[src/rtl/ram_b_ctrl_pkg.sv]
// Shared definitions for the ram_b_ctrl CPU-to-block-RAM bus controller.
// Holds the default geometry, the full byte-enable constant and the FSM state encoding.
package ram_b_ctrl_pkg;

  localparam int unsigned DEPTH_DEF  = 128;
  localparam int unsigned RAM_AW_DEF = 20;
  localparam int unsigned DW_DEF     = 32;
  localparam logic [3:0]  BE_FULL    = 4'hF;

  typedef enum logic [2:0] {
    ST_IDLE,
    ST_RD,
    ST_RD_WAIT,
    ST_RMW_RD,
    ST_RMW_MERGE,
    ST_WR
  } state_t;

endpackage

[src/rtl/ram_b_ctrl_be_merge.sv]
// Byte-enable merge: each output byte comes from the new word when its enable is set,
// otherwise from the old word. Purely combinational; usable by any byte-addressable memory.
module be_merge #(
  parameter int unsigned DW = 32
) (
  input  logic [DW-1:0]   i_old,
  input  logic [DW-1:0]   i_new,
  input  logic [DW/8-1:0] i_be,
  output logic [DW-1:0]   o_merged
);

  for (genvar gi = 0; gi < DW / 8; gi++) begin : g_byte
    assign o_merged[8*gi +: 8] = i_be[gi] ? i_new[8*gi +: 8] : i_old[8*gi +: 8];
  end

endmodule

[src/rtl/ram_b_ctrl.sv]
// CPU-side controller for a 1-cycle-latency block RAM: reads, full writes, read-modify-write
// for partial writes, and a bus error for word addresses beyond DEPTH.
module ram_b_ctrl
  import ram_b_ctrl_pkg::*;
#(
  parameter int unsigned DEPTH  = DEPTH_DEF,
  parameter int unsigned RAM_AW = RAM_AW_DEF,
  parameter int unsigned DW     = DW_DEF
) (
  input  logic              clk,
  input  logic              rst,
  input  logic              req_valid,
  output logic              req_ready,
  input  logic              req_we,
  input  logic [3:0]        req_be,
  input  logic [31:0]       req_addr,
  input  logic [DW-1:0]     req_wdata,
  output logic              resp_valid,
  output logic [DW-1:0]     resp_rdata,
  output logic              resp_err,
  output logic [RAM_AW-1:0] ram_addr,
  output logic              ram_we,
  output logic [DW-1:0]     ram_din,
  input  logic [47:0]       ram_dout
);

  state_t              r_state;
  state_t              w_next_state;
  logic [RAM_AW-1:0]   r_addr;
  logic [3:0]          r_be;
  logic [DW-1:0]       r_din;
  logic                r_resp_valid;
  logic                r_resp_err;
  logic [DW-1:0]       r_resp_rdata;
  logic                w_idle;
  logic                w_wr;
  logic                w_resp_next;
  logic                w_err_next;
  logic                w_addr_err;
  logic                w_accept;
  logic [DW-1:0]       w_merged;
  logic                w_unused;

  // The range check uses the whole 30-bit word address so high addresses cannot alias.
  assign w_addr_err = {2'b00, req_addr[31:2]} >= DEPTH;
  assign w_accept   = req_valid & w_idle;
  assign w_unused   = ^{req_addr[1:0], ram_dout[47:DW]};

  be_merge #(.DW(DW)) u_be_merge (
    .i_old    (ram_dout[DW-1:0]),
    .i_new    (r_din),
    .i_be     (r_be),
    .o_merged (w_merged)
  );

  // NOTE: every always_comb output gets a default before the case, so no path can infer a latch.
  always_comb begin
    w_next_state = r_state;
    w_idle       = 1'b0;
    w_wr         = 1'b0;
    w_resp_next  = 1'b0;
    w_err_next   = 1'b0;
    case (r_state)
      ST_IDLE: begin
        w_idle = 1'b1;
        if (req_valid) begin
          if (w_addr_err) begin
            w_resp_next = 1'b1;
            w_err_next  = 1'b1;
          end else if (!req_we) begin
            w_next_state = ST_RD;
          end else if (req_be == 4'h0) begin
            w_resp_next = 1'b1;
          end else if (req_be == BE_FULL) begin
            w_next_state = ST_WR;
          end else begin
            w_next_state = ST_RMW_RD;
          end
        end
      end
      ST_RD:        w_next_state = ST_RD_WAIT;
      ST_RD_WAIT: begin
        w_next_state = ST_IDLE;
        w_resp_next  = 1'b1;
      end
      ST_RMW_RD:    w_next_state = ST_RMW_MERGE;
      ST_RMW_MERGE: w_next_state = ST_WR;
      ST_WR: begin
        w_wr         = 1'b1;
        w_next_state = ST_IDLE;
        w_resp_next  = 1'b1;
      end
      default:      w_next_state = ST_IDLE;
    endcase
  end

  // NOTE: sequential state uses non-blocking assignments so every register samples pre-edge values.
  always_ff @(posedge clk) begin
    if (rst) begin
      r_state      <= ST_IDLE;
      r_addr       <= '0;
      r_be         <= '0;
      r_din        <= '0;
      r_resp_valid <= 1'b0;
      r_resp_err   <= 1'b0;
      r_resp_rdata <= '0;
    end else begin
      r_state      <= w_next_state;
      r_resp_valid <= w_resp_next;
      r_resp_err   <= w_err_next;
      // Read data is only sampled in RD_WAIT, never in the cycle after a write.
      r_resp_rdata <= (r_state == ST_RD_WAIT) ? ram_dout[DW-1:0] : '0;
      if (w_accept && !w_addr_err) begin
        r_addr <= req_addr[RAM_AW+1:2];
        r_be   <= req_be;
        r_din  <= req_wdata;
      end else if (r_state == ST_RMW_MERGE) begin
        r_din  <= w_merged;
      end
    end
  end

  // Gating with rst keeps the RAM from being written and requests from being taken during reset.
  assign req_ready  = w_idle & ~rst;
  assign ram_we     = w_wr & ~rst;
  assign ram_addr   = r_addr;
  assign ram_din    = r_din;
  assign resp_valid = r_resp_valid;
  assign resp_err   = r_resp_err;
  assign resp_rdata = r_resp_rdata;

endmodule

[config.mk]
export PLATFORM = sky130hd
export DESIGN_NAME = ram_b_ctrl
export DESIGN_NICKNAME = d
export VERILOG_FILES = /design/src/rtl/ram_b_ctrl_pkg.sv /design/src/rtl/ram_b_ctrl_be_merge.sv /design/src/rtl/ram_b_ctrl.sv
export SDC_FILE = /design/constraint.sdc
export NUM_CORES = 1
export LEC_CHECK = 0
export CORE_MARGIN = 2
export CORE_UTILIZATION = 38
export DETAILED_ROUTE_END_ITERATION = 10
export PLACE_DENSITY = 0.8
export SYNTH_ARGS = -nofsm -noshare
export SYNTH_HDL_FRONTEND = slang
export SYNTH_SLANG_ARGS = --single-unit
[constraint.sdc]
create_clock -name clk -period 1.8 [get_ports clk]
set_input_delay 0.36 -clock clk [delete_from_list [all_inputs] [get_ports clk]]
set_output_delay 0.36 -clock clk [all_outputs]
set_load 0.02 [all_outputs]
Fig. 1: metal 1
Drawn at 4 px/um.
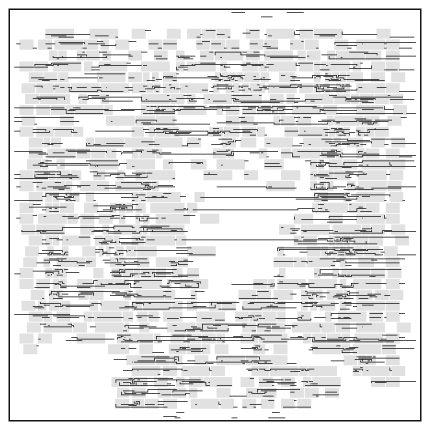
- share of all routed wire: 39%
- main direction: horizontal
- longest straight run: 29.4 um
- wire length on this layer: 4320 um

==> job_summary.md <==
### Yosys + OpenROAD results

| Metric | Value |
|---|---|
| Biggest Area Class | buffers |
| Hold path cells | 1 |
| Most frequent cells after synthesis | dfxtp_1 (93), and2_1 (46), a21oi_1 (38), nand3_1 (36), o21ai_1 (20) |
| Comb pwr share | 0.085 |
| Worst path depth | 5 |
| Worst clock skew | 16.8 ps |
| Top cells excl fill/tap | clkdlybuf4s50_1 (186), dfxtp_1 (93), and2_1 (46) |
| Mapped Avg Cell Area | 10.2 um^2 |
| First-pass detailed-route iteration total | 4 |
| CP Cell Sequence | clkdlybuf4s50_1 > nor4_4 > and4_4 > nand4_1 > a2111oi_2 |
| Area leader, netlist | dfxtp_1 |
| Tool warnings | 44 |
| Clk ins delay skew pair | 350 ps |
| Die Width | slightly above 100 um |
| Worst Setup Start Kind | input port |
| Seq. pwr | 2.06 mW |
| CP endpoint | r_state[0] |
| Distinct lib cells | 39 |
| Syn Nets | a little under 500 |
| Clk. pwr | 1.29 mW |
| CP max stage delay | 440 ps |
| Fmax | 557 MHz |
| # diodes | 0 |
| Initial DRC Count | 40 |
| Critical path's top delay family | simple AND/OR/NAND/NOR gates |
| XOR/XNOR share of the synthesized area | 0 |
| Aoi share | 0.139 |
| Post-CTS setup buffer count | 0 |
| Yosys top cell by instances | dfxtp_1 |
| Fillers | 752 |
| Pin count of the biggest net entering global routing | 42 |
| Area growth from synthesis to layout | 67.1% |
| Tot GR Track Use | 0.205 |
| Yosys Warn Count | 0 |
| Mapped cell area | 3690 um^2 |
| Post-route clock period utilization | 0.997 |
| R2r worst-path depth | 6 |
| Hold slack | 464 ps |
| Leakage | 2.22 nW |
| Site row count | 35 |
| PwrDens | 595 nW/um^2 |
| Via density per instance | just under 5 |
| Vias post-DR | roughly 3.5k |
| Post-route setup TNS | 0 ps |
| Logic gate fraction of the total cell area | 0.282 |
| Non-CTS buffers | 224 |
| Outcome | complete, no violations |
| WHS Endpoint | ram_addr[18] |
| Sink Count | 93 |
| Met2 routed WL | 5630 um |
| Placed Area | 5930 um^2 |
| Nonclk inv count | 2 |
| Sequential Power Share | 0.562 |
| Top comb family, area | simple AND/OR/NAND/NOR gates |
| First-pass GRT wire length | 16800 um |
| Post-synthesis instance total | between 300 and 400 |
| Flip-flop and latch area | 1860 um^2 |
| Max-area cell share | 0.505 |
| Comb. cell area | 1740 um^2 |
| Gr busiest metal | met2 |
| Synth Seq Share | 0.505 |
| Die H | 103 um |
| Worst R2R Start | r_state[1] |
| Leading power group | registers |
| Worst min-delay path class | reg2reg |
| Final Util | 0.661 |
| Final WL | 11000 um |
| Drc violations | 0 |
| Final setup viols | 0 |
| Post-CTS sizing | 11 |
| Die area | 10500 um^2 |
| DR WL/cell | 15.7 um |
| Clk pwr share | 0.353 |
| Combinational power | between 0.3 and 0.4 mW |
| Adder share | 0 |
| Ys cells | 361 |
| Detail Route Antenna Nets | 0 |
| Synth area leaders | dfxtp_1 (50%), and2_1 (7.8%), a21oi_1 (5.2%) |
| Post-route insts no fill | 701 |
| DP Cell Count | a little under 700 |
| # clk buffers | 11 |
| CP bufs+invs | 1 |
| I/O Pins | 208 |
| Met2 Use GR | 0.381 |
| Worst slew margin | 0.682 |
| Top layer used by detailed routing | met4 |
| Worst Hold Launch | ram_addr[18] |
Fig. 2: signal wires on met2
Drawn at 4 px/um.
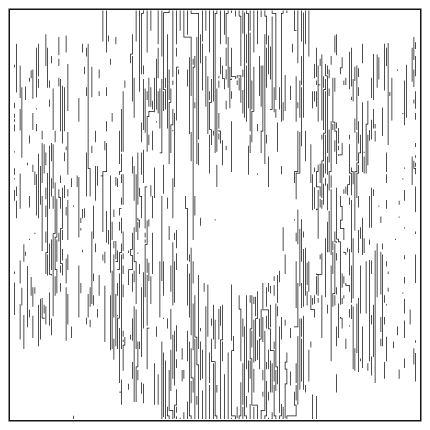
- share of all routed wire: 51%
- wire length on this layer: 5630 um
- nets with wire on the layer: 575
- main direction: vertical
- longest straight run: 43.2 um

Power figures rest on the tool's default switching activity, not on a simulated workload.
